Fig. 1: run 1, metal 1
Supply wires on this layer in grey.
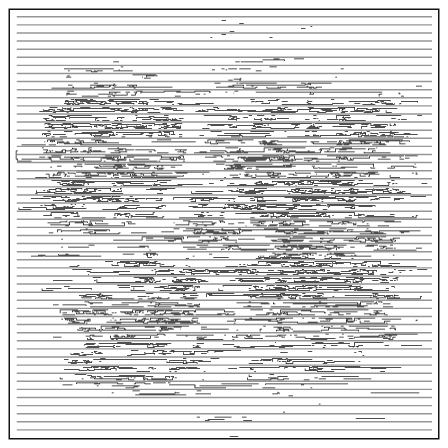
Fig. 2: run 1, signal wires on met2
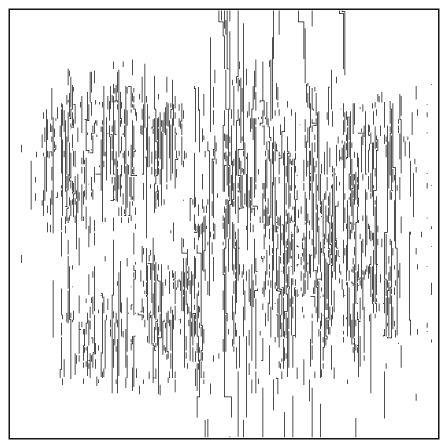
Fig. 3: run 1, metal 3
Bar = 50 µm. Cells faint in the background.
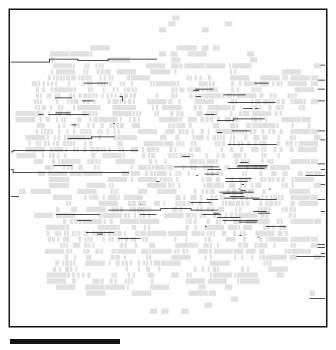
==> config.mk <==
export PLATFORM = sky130hd
export DESIGN_NAME = hanoi_move_counter
export DESIGN_NICKNAME = d
export VERILOG_FILES = /design/src/rtl/hanoi_move_counter.sv
export SDC_FILE = /design/constraint.sdc
export NUM_CORES = 1
export LEC_CHECK = 0
export ABC_AREA = 1
export CAP_MARGIN = 10
export CORE_MARGIN = 2
export CORE_UTILIZATION = 35
export DETAILED_ROUTE_END_ITERATION = 7
export SLEW_MARGIN = 25
export SYNTH_ARGS = -nofsm -noshare
export SYNTH_HDL_FRONTEND = slang
export SYNTH_SLANG_ARGS = --single-unit
==> constraint.sdc <==
create_clock -name clk -period 4.5 [get_ports clk]
set_input_delay 0.9 -clock clk [delete_from_list [all_inputs] [get_ports clk]]
set_output_delay 0.9 -clock clk [all_outputs]
set_load 0.01 [all_outputs]
==> src/rtl/hanoi_move_counter.sv <==
// ---------------------------------------------------------------------------
// hanoi_move_counter
//
// Move-count register stage that feeds the four-digit decimal 7-segment
// decoder. It counts legal moves reported by the game FSM, supports undo,
// remembers the best (lowest) winning move count across games and accepts a
// debounced clear key. After a win the displayed value alternates between the
// current count and the best score.
//
// Ports:
//   clk         system clock, all logic on the rising edge
//   rst_n       asynchronous active-low reset
//   move_pulse  one-cycle pulse: legal move made
//   undo_pulse  one-cycle pulse: last move undone
//   won_pulse   one-cycle pulse: puzzle solved
//   key_clr_n   raw active-low clear push-button, asynchronous to clk
//   value       number to display (drives the decimal decoder)
//   best        best (lowest) winning move count
//   show_best   1 while value is showing best
//   overflow    sticky: a move was attempted at MAX_COUNT
//   new_record  the last win improved best
//   state_o     00 IDLE, 01 PLAY, 10 WON
// ---------------------------------------------------------------------------
module hanoi_move_counter #(
    parameter int unsigned DEBOUNCE_CYCLES = 1000000,
    parameter int unsigned MAX_COUNT       = 9999,
    parameter int unsigned SHOW_CYCLES     = 50000000
) (
    input  logic        clk,
    input  logic        rst_n,
    input  logic        move_pulse,
    input  logic        undo_pulse,
    input  logic        won_pulse,
    input  logic        key_clr_n,
    output logic [15:0] value,
    output logic [15:0] best,
    output logic        show_best,
    output logic        overflow,
    output logic        new_record,
    output logic [1:0]  state_o
);

    localparam logic [1:0] ST_IDLE = 2'b00;
    localparam logic [1:0] ST_PLAY = 2'b01;
    localparam logic [1:0] ST_WON  = 2'b10;

    localparam int unsigned DEB_W  = $clog2(DEBOUNCE_CYCLES + 1);
    localparam int unsigned SHOW_W = (SHOW_CYCLES > 1) ? $clog2(SHOW_CYCLES) : 1;

    localparam logic [DEB_W-1:0]  DEB_MAX   = DEB_W'(DEBOUNCE_CYCLES);
    localparam logic [SHOW_W-1:0] SHOW_LAST = SHOW_W'(SHOW_CYCLES - 1);
    localparam logic [15:0]       MAX_VAL   = 16'(MAX_COUNT);

    // Synchroniser, debounce and registered clear event
    logic              key_s1_q, key_s1_d;
    logic              key_s2_q, key_s2_d;
    logic              deb_level_q, deb_level_d;
    logic [DEB_W-1:0]  deb_cnt_q, deb_cnt_d;
    logic              deb_armed_q, deb_armed_d;
    logic              clr_q, clr_d;

    // Game state and display registers
    logic [1:0]        state_q, state_d;
    logic [15:0]       count_q, count_d;
    logic [15:0]       best_q, best_d;
    logic              show_best_q, show_best_d;
    logic              overflow_q, overflow_d;
    logic              new_record_q, new_record_d;
    logic [SHOW_W-1:0] show_timer_q, show_timer_d;
    logic [15:0]       value_q, value_d;

    logic              level_changed;
    logic              deb_reached;

    // Key path. deb_cnt holds how many consecutive cycles the synchronised
    // level has been stable, saturating at DEBOUNCE_CYCLES. A clear fires only
    // on the cycle the low run first reaches the limit, and only when the
    // detector has been re-armed by a full-length stable-high run, so holding
    // the key or bouncing it never produces a second event.
    always_comb begin
        key_s1_d      = key_clr_n;
        key_s2_d      = key_s1_q;
        deb_level_d   = key_s2_q;
        level_changed = (key_s2_q != deb_level_q);

        if (level_changed) begin
            deb_cnt_d = DEB_W'(1);
        end else if (deb_cnt_q == DEB_MAX) begin
            deb_cnt_d = DEB_MAX;
        end else begin
            deb_cnt_d = deb_cnt_q + 1'b1;
        end

        deb_reached = (deb_cnt_d == DEB_MAX) && (level_changed || (deb_cnt_q != DEB_MAX));
        clr_d       = !key_s2_q && deb_reached && deb_armed_q;

        deb_armed_d = deb_armed_q;
        if (clr_d) begin
            deb_armed_d = 1'b0;
        end else if (key_s2_q && (deb_cnt_d == DEB_MAX)) begin
            deb_armed_d = 1'b1;
        end
    end

    // Game FSM. Clear beats win, win beats move/undo. The display value is
    // computed from the next-state values so every update shows up on value
    // exactly one cycle after the pulse that caused it.
    always_comb begin
        state_d      = state_q;
        count_d      = count_q;
        best_d       = best_q;
        show_best_d  = show_best_q;
        overflow_d   = overflow_q;
        new_record_d = new_record_q;
        show_timer_d = show_timer_q;

        if (clr_q) begin
            state_d      = ST_IDLE;
            count_d      = 16'd0;
            overflow_d   = 1'b0;
            new_record_d = 1'b0;
            show_best_d  = 1'b0;
            show_timer_d = '0;
        end else begin
            case (state_q)
                ST_IDLE: begin
                    if (move_pulse) begin
                        count_d = 16'd1;
                        state_d = ST_PLAY;
                    end
                end
                ST_PLAY: begin
                    if (won_pulse) begin
                        state_d      = ST_WON;
                        show_timer_d = '0;
                        show_best_d  = 1'b0;
                        if (count_q < best_q) begin
                            best_d       = count_q;
                            new_record_d = 1'b1;
                        end else begin
                            new_record_d = 1'b0;
                        end
                    end else if (move_pulse && !undo_pulse) begin
                        if (count_q < MAX_VAL) begin
                            count_d = count_q + 16'd1;
                        end else begin
                            count_d    = MAX_VAL;
                            overflow_d = 1'b1;
                        end
                    end else if (undo_pulse && !move_pulse) begin
                        // Guarded so a zero count can never wrap to 0xFFFF.
                        count_d = (count_q == 16'd0) ? 16'd0 : count_q - 16'd1;
                        if (count_q <= 16'd1) begin
                            state_d = ST_IDLE;
                        end
                    end
                end
                ST_WON: begin
                    if (show_timer_q == SHOW_LAST) begin
                        show_timer_d = '0;
                        show_best_d  = !show_best_q;
                    end else begin
                        show_timer_d = show_timer_q + 1'b1;
                    end
                end
                default: begin
                    state_d = ST_IDLE;
                end
            endcase
        end

        value_d = show_best_d ? best_d : count_d;
    end

    // All registers. The synchroniser resets to the released (high) level.
    always_ff @(posedge clk or negedge rst_n) begin
        if (!rst_n) begin
            key_s1_q     <= 1'b1;
            key_s2_q     <= 1'b1;
            deb_level_q  <= 1'b1;
            deb_cnt_q    <= '0;
            deb_armed_q  <= 1'b0;
            clr_q        <= 1'b0;
            state_q      <= ST_IDLE;
            count_q      <= 16'd0;
            best_q       <= MAX_VAL;
            show_best_q  <= 1'b0;
            overflow_q   <= 1'b0;
            new_record_q <= 1'b0;
            show_timer_q <= '0;
            value_q      <= 16'd0;
        end else begin
            key_s1_q     <= key_s1_d;
            key_s2_q     <= key_s2_d;
            deb_level_q  <= deb_level_d;
            deb_cnt_q    <= deb_cnt_d;
            deb_armed_q  <= deb_armed_d;
            clr_q        <= clr_d;
            state_q      <= state_d;
            count_q      <= count_d;
            best_q       <= best_d;
            show_best_q  <= show_best_d;
            overflow_q   <= overflow_d;
            new_record_q <= new_record_d;
            show_timer_q <= show_timer_d;
            value_q      <= value_d;
        end
    end

    assign value      = value_q;
    assign best       = best_q;
    assign show_best  = show_best_q;
    assign overflow   = overflow_q;
    assign new_record = new_record_q;
    assign state_o    = state_q;

endmodule

==> impl_metrics.ini, run 1 <==
; synthesis and place-and-route metrics
[clock_tree]
cts_inserted_buffers = 9
post_cts_buffers = 0
cts-root-buf = clkbuf_16

[synth]
avgSynthCellArea_um2 = 7.146
postSynth.asyncResetShare_pct = 100.0
ys_seq_elements = 104
synth_cell_types = 46
mux_share_pct = 0
aoi_share_pct = 12.03
synth_area_um2 = 6832
ys_sh_adder_pct = 4.762
fp_nets = 988
synthDominantCellAreaShare_pct = 34.07

[global_route]
antenna_found_initial = 0
grt_pass1_wl_um = 30290
grt_pass1_vias = 6141

[finish]
fin_util_pct = 40.73
flop-count = 104
comb-cell-share_pct = 44.74
buffers = 47
final-instance-count-excl-fill = 1263
inv_count = 149
largest_reg_flops = 26
mostFrequentLayoutCells = 231 x nand2_1, 141 x inv_1, 93 x dfrtp_1
nFillCells = 2047
nClkBuffers = 10
syn_to_final_growth_pct = 15.27

[pwr]
clockPowerShare_pct = 21.5
peakVddDrop_v = 0.0002304

[routing]
wire_per_inst_um = 14.26
drtIter0Drc = 393
drc_errors = 0
ant_nets = 0

[critical_path]
r2r-start = clr_q$_DFF_PN0_
slowest_stage = clkdlybuf4s50_1
ff2ff_setup_slack_ps = 1700
crit_path_max_incr_delay_ps = 460
r2r_end = show_timer_q[23]$_DFFE_PN0P_

[run_status]
status = completed

[die]
coreArea_um2 = 19330
io_pins = 43
Back to the opening pictures, Fig. 1:
The wires run mostly horizontal. The longest straight run is 42.3 µm. The layer holds 46% of the routed length.
drt total wl: 18010 µm
routed vias: 6247
met1 usage: 24.11%

Back to the opening pictures, Fig. 2:
The longest straight run is 48.6 µm. The layer carries 8620 µm of wire. The wires run mostly vertical.
met2 usage: 31.63%

Back to the opening pictures, Fig. 3:
The layer carries 800 µm of wire. The wires run mostly horizontal. 67 nets have wire on it. The longest straight run is 56.8 µm.
met3 GRT Util: 3.366%

Fig. 4: run 1, the clock network
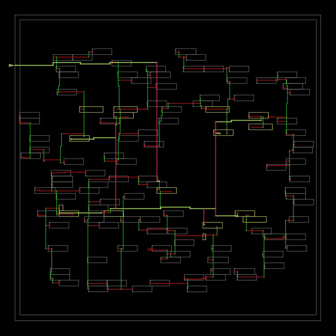

==> run 1 -> run 2 <==
==> constraint.sdc (replaced) <==
create_clock -name clk -period 2.95 [get_ports clk]
set_input_delay 0.59 -clock clk [delete_from_list [all_inputs] [get_ports clk]]
set_output_delay 0.59 -clock clk [all_outputs]
set_load 0.01 [all_outputs]
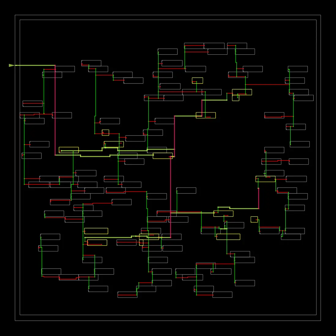
Fig. 5. The clock network (run 2).
seq_cells: 104
clock group power: 1.34 mW

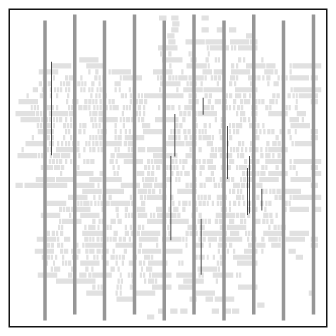
Fig. 6. M4 wires (run 2).
Supply wires on this layer in grey. Cells faint in the background.
The layer carries 212 µm of wire. The longest straight run is 42.2 µm. 6 nets have wire on it. The layer holds 1.2% of the routed length.
drt total wl: 17620 µm
routed vias: 6173

==> impl_metrics.ini, run 2 <==
; synthesis and place-and-route metrics
[synth]
synth_cell_types = 46
postSynth.asyncResetShare_pct = 100.0
mux_share_pct = 0
avgSynthCellArea_um2 = 7.146
ys_seq_elements = 104
fp_nets = 988
aoi_share_pct = 12.03
ys_sh_adder_pct = 4.762
synthDominantCellAreaShare_pct = 34.07
synth_area_um2 = 6832

[clock_tree]
post_cts_buffers = 0
cts_inserted_buffers = 9
cts-root-buf = clkbuf_16

[global_route]
grt_pass1_wl_um = 29480
antenna_found_initial = 0
grt_pass1_vias = 5838
use_met2_pct = 30.20
met1_usage_pct = 23.87

[critical_path]
ff2ff_setup_slack_ps = 620
slowest_stage = clkdlybuf4s50_1
r2r-start = state_o[0]$_DFFE_PN0P_
start_kind = input port
worstSetupEndpointType = register

[finish]
final-instance-count-excl-fill = 1272
nClkBuffers = 10
mostFrequentLayoutCells = 231 x nand2_1, 141 x inv_1, 93 x dfrtp_1
comb-cell-share_pct = 44.59
largest_reg_flops = 26
fin_util_pct = 40.87
syn_to_final_growth_pct = 15.66

[die]
io_pins = 43
coreArea_um2 = 19330

[routing]
drtIter0Drc = 421
drc_errors = 0
ant_nets = 0
wire_per_inst_um = 13.85

[run_status]
status = completed

[pwr]
clockPowerShare_pct = 19.2
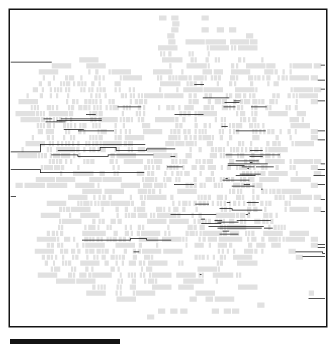
Fig. 7. Metal 3 (run 2).
Bar = 50 µm. Cells faint in the background.
The layer carries 816 µm of wire. 62 nets have wire on it. The layer holds 4.6% of the routed length. The longest straight run is 47.6 µm.
met3 GRT Util: 4.165%

Fig. 8: run 2, signal wires on met2
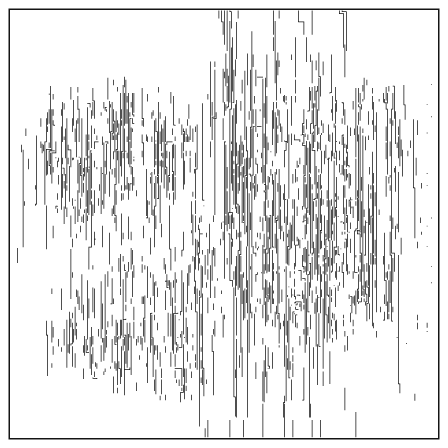

==> run 2 -> run 3 <==
==> constraint.sdc (replaced) <==
create_clock -name clk -period 2.3 [get_ports clk]
set_input_delay 0.46 -clock clk [delete_from_list [all_inputs] [get_ports clk]]
set_output_delay 0.46 -clock clk [all_outputs]
set_load 0.01 [all_outputs]
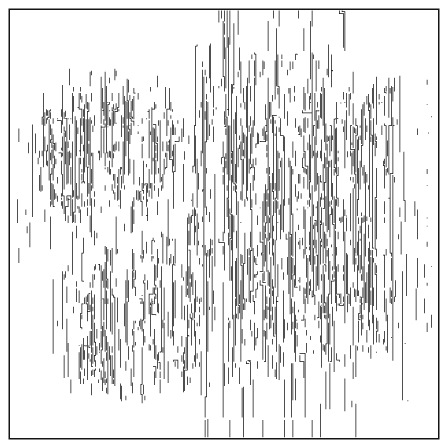
Fig. 9. Signal wires on met2 (run 3).
The wires run mostly vertical. The layer carries 8910 µm of wire. 833 nets have wire on it.
drt total wl: 18220 µm
routed vias: 6421
met2 usage: 31.20%

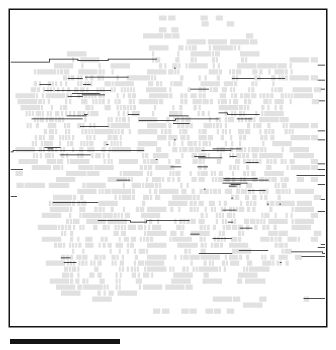
Fig. 10. Metal 3 (run 3).
Bar = 50 µm. Cells faint in the background.
63 nets have wire on it. The layer holds 4.1% of the routed length. The wires run mostly horizontal. The layer carries 753 µm of wire. The longest straight run is 59.6 µm.

==> impl_metrics.ini, run 3 <==
; synthesis and place-and-route metrics
[finish]
largest_reg_flops = 26
nFillCells = 1959
flop-count = 104
buffers = 112
comb-cell-share_pct = 42.39
nClkBuffers = 11
syn_to_final_growth_pct = 22.82
inv_count = 149
final-instance-count-excl-fill = 1328
mostFrequentLayoutCells = 231 x nand2_1, 139 x inv_1, 92 x dfrtp_1

[routing]
ant_nets = 0
drc_errors = 0
wire_per_inst_um = 13.72

[critical_path]
r2r_end = best[3]$_DFF_PN1_
slowest_stage = dfstp_2
ff2ff_setup_slack_ps = 180
crit_path_max_incr_delay_ps = 550

[global_route]
grt_pass1_vias = 6039
antenna_found_initial = 0
grt_max_degree = 40
use_met3_pct = 3.965

[synth]
fp_nets = 988
avgSynthCellArea_um2 = 7.146
aoi_share_pct = 12.03
synthDominantCellAreaShare_pct = 34.07
ys_seq_elements = 104
ys_sh_adder_pct = 4.762
synth_area_um2 = 6832

[timing]
relSlewSlack_pct = 63.03

[pwr]
pwr-share-comb_pct = 52.2
clockPowerShare_pct = 18.2
pg_clk_mw = 1.74

[clock_tree]
cts-root-buf = clkbuf_16
cts_inserted_buffers = 9
post_cts_buffers = 0

[run_status]
status = completed
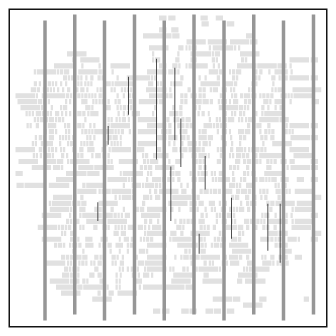
Fig. 11. M4 wires (run 3).
Supply wires on this layer in grey. Cells faint in the background.
8 nets have wire on it. The wires run mostly vertical.

Power is estimated from default activity; no workload was simulated.
